==> config.mk <==
export PLATFORM = sky130hd
export DESIGN_NAME = id_ex_stage
export DESIGN_NICKNAME = d
export VERILOG_FILES = /design/src/rtl/pipe_pkg.sv /design/src/rtl/fwd_mux.sv /design/src/rtl/id_ex_stage.sv
export SDC_FILE = /design/constraint.sdc
export NUM_CORES = 1
export LEC_CHECK = 0
export CORE_MARGIN = 2
export CORE_UTILIZATION = 49
export CTS_BUF_LIST = sky130_fd_sc_hd__clkbuf_16
export DETAILED_ROUTE_END_ITERATION = 10
export MAX_ROUTING_LAYER = met4
export PLACE_DENSITY_LB_ADDON = 0.08
export SYNTH_ARGS = -nofsm -noshare
export SYNTH_HDL_FRONTEND = slang
export SYNTH_SLANG_ARGS = --single-unit
==> constraint.sdc <==
create_clock -name clk -period 11.2 [get_ports clk]
set_input_delay 3.36 -clock clk [delete_from_list [all_inputs] [get_ports clk]]
set_output_delay 3.36 -clock clk [all_outputs]
set_load 0.05 [all_outputs]
**Pin map**

(3 px per um) Pins as bars across the die edge, other pins in gray.
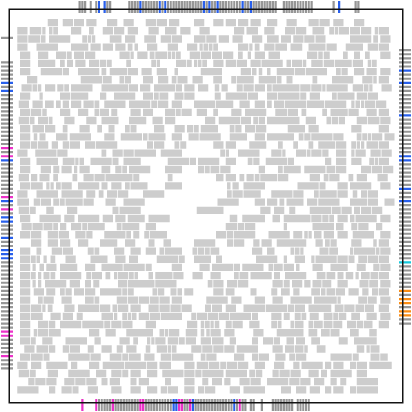
[cyan] id_use_imm | pins: 1 | direction: input | edge: right
[magenta] id_imm | pins: 16 | direction: input | edge: 9 bottom, 7 left
[orange] exm_rd | pins: 5 | direction: input | edge: right
[blue] id_rs_data | pins: 32 | direction: input | edge: 11 top, 10 left, 7 right, 4 bottom
all pins by edge: 78 top, 77 left, 72 bottom, 68 right
Die W: 131 um
die height: 131 um
IO Port Bufs: 294

**Clock nets**

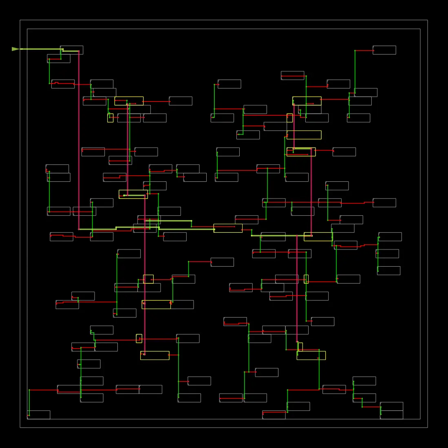
P_clk: 0.316 mW
clk_skew: 7.02 ps
CTS Sinks: 105
worst-skew pair later-pin latency: 350 ps
seq_cells: 105

**Routed metal, one color a layer**

(2 px per um) Two of the layers only.
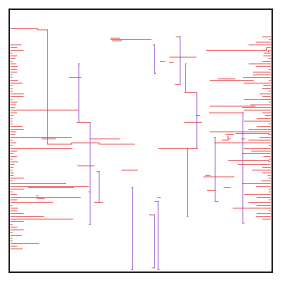
[purple] met4 | wire length: 456 um
[red] met3 | wire length: 1340 um
GRT Overall Usage: 0.279
WL/cell: 17.9 um
Vias: 7202
final WL: 23.5 mm

**Selected gate families**

(3 px per um)
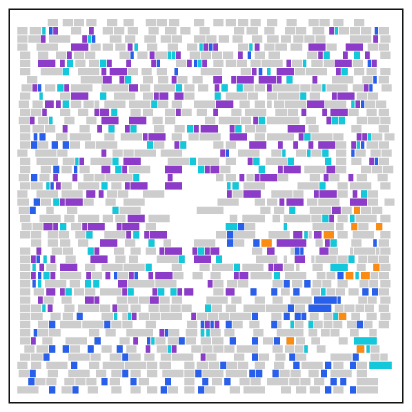
[orange] AND and OR gates | cells: 11
[cyan] NOR gates | cells: 113 | where: spread over the die
[purple] inverting AOI/OAI gates | cells: 201
[blue] NAND gates | cells: 109 | where: spread over the die
Comb area share: 0.481
dominant logic cell type in the layout: clkdlybuf4s50_1

==> Slide: Implementation Results <==
Implementation Results

Synth
  – Yosys Chip Area: approximately 7900 um2
  – Average cell area after synthesis: 9.06 um2
  – Yosys cell count: 868
  – Synth Instances: 868
  – Yosys warns: 0

Route
  – Post-route ant nets: 0
  – Post-route DRC: 0

Clock network
  – CTS tree: done
  – CTS Buffer Depth: 2
  – CTS Root Cell: clkbuf_16

Floorplan
  – Num rows: 46
  – Ports: between 200 and 300

Timing
  – Slew margin rel.: 0.323
  – Min Hold Slack: 471 ps
  – RSZ-0062 raised after global routing: no
  – Final Setup Violations: 0
  – Slew Viols, Final: 0

Status
  – Run status: complete, no violations

Global routing
  – Total grt overflow: 0

Finish
  – Final instance area: 11000 um2

Min path
  – Worst hold path depth: 2
  – Worst hold-check path type: reg -> reg

Worst setup path
  – R2R cell count: 8
  – Worst-path cell with the longest stage delay: clkdlybuf4s50_1
  – Crit path capture type: output pin
  – FF-to-FF setup slack: around 8000 ps
  – Crit path max fanout: 64

Power and ir drop
  – Maximum VDD drop: 0.0000724 V
==> per-stage QoR <==
step	total power, mW	worst slack, ps
CTS	1.13	1430
floorplan	0.653	2080
global placement	0.807	1450
global route	1.16	1290
detailed placement	0.810	1430
finish	1.12	1430
==> layer usage <==
| layer | vias to the layer above | GRT usage | wire length, um |
|---|---|---|---|
| met1 | 3367 | 0.349 | 10500 |
| met2 | 227 | 0.462 | 11200 |
| met3 | 31 | 0.0452 | 1340 |
| met5 | - | - | 0 |
| met4 | 0 | 0.0895 | 455 |
| li1 | 3577 | - | - |
==> report_power, final <==
| part | switching, mW | internal, mW |
|---|---|---|
| logic | 0.214 | 0.172 |
| clock network | 0.144 | 0.172 |
| registers | 0.0193 | 0.396 |
| total | 0.378 | 0.740 |
==> cell type report <==
class	instances	share of cell area
multi-input cells	666	0.481
clock inverters	7	0.00558
flip-flops and latches	105	0.191
repair buffers	304	0.275
clock buffers	9	0.0205
diodes	1	0.000228
inverters	6	0.00205
well taps	216	0.0246
==> cells in the mapped netlist (all sizes together) (20+ instances only) <==
library cell / n
mux2i: 161
dfxtp: 105
o21ai: 98
nand2b: 66
nor2b: 66
o41ai: 66
clkbuf: 52
buf: 39
nor2: 39
nand2: 35
a21oi: 32
mux2: 32
xnor2: 20
==> critical path, delay by kind of cell <==
kind,cells,cell delay [ps]
mux,1,220
buf+inv,3,1690
xor+xnor,1,130
compound gates,1,360
simple gates,2,630
==> cells in the final DEF (no fill, tap or decap), types with 9 or more instances in the layout <==
cell type / n
nor2_1: 38
nor2b_1: 66
clkbuf_16: 9
o41ai_1: 23
a21oi_1: 32
o41ai_2: 43
nand2b_1: 66
o21ai_1: 27
clkdlybuf4s50_1: 292
mux2i_1: 161
xnor2_1: 20
buf_4: 11
mux2_2: 32
xor2_1: 18
nand2_1: 35
dfxtp_1: 104
o21ai_0: 71
==> kinds of logic after synthesis <==
| kind of cell | after synthesis | synth area share |
|---|---|---|
| buf+inv | 97 | 0.0647 |
| mux | 193 | 0.251 |
| simple gates | 233 | 0.169 |
| compound gates | 202 | 0.206 |
| flops | 105 | 0.267 |
| xor+xnor | 38 | 0.0423 |
Power figures rest on the tool's default switching activity, not on a simulated workload.
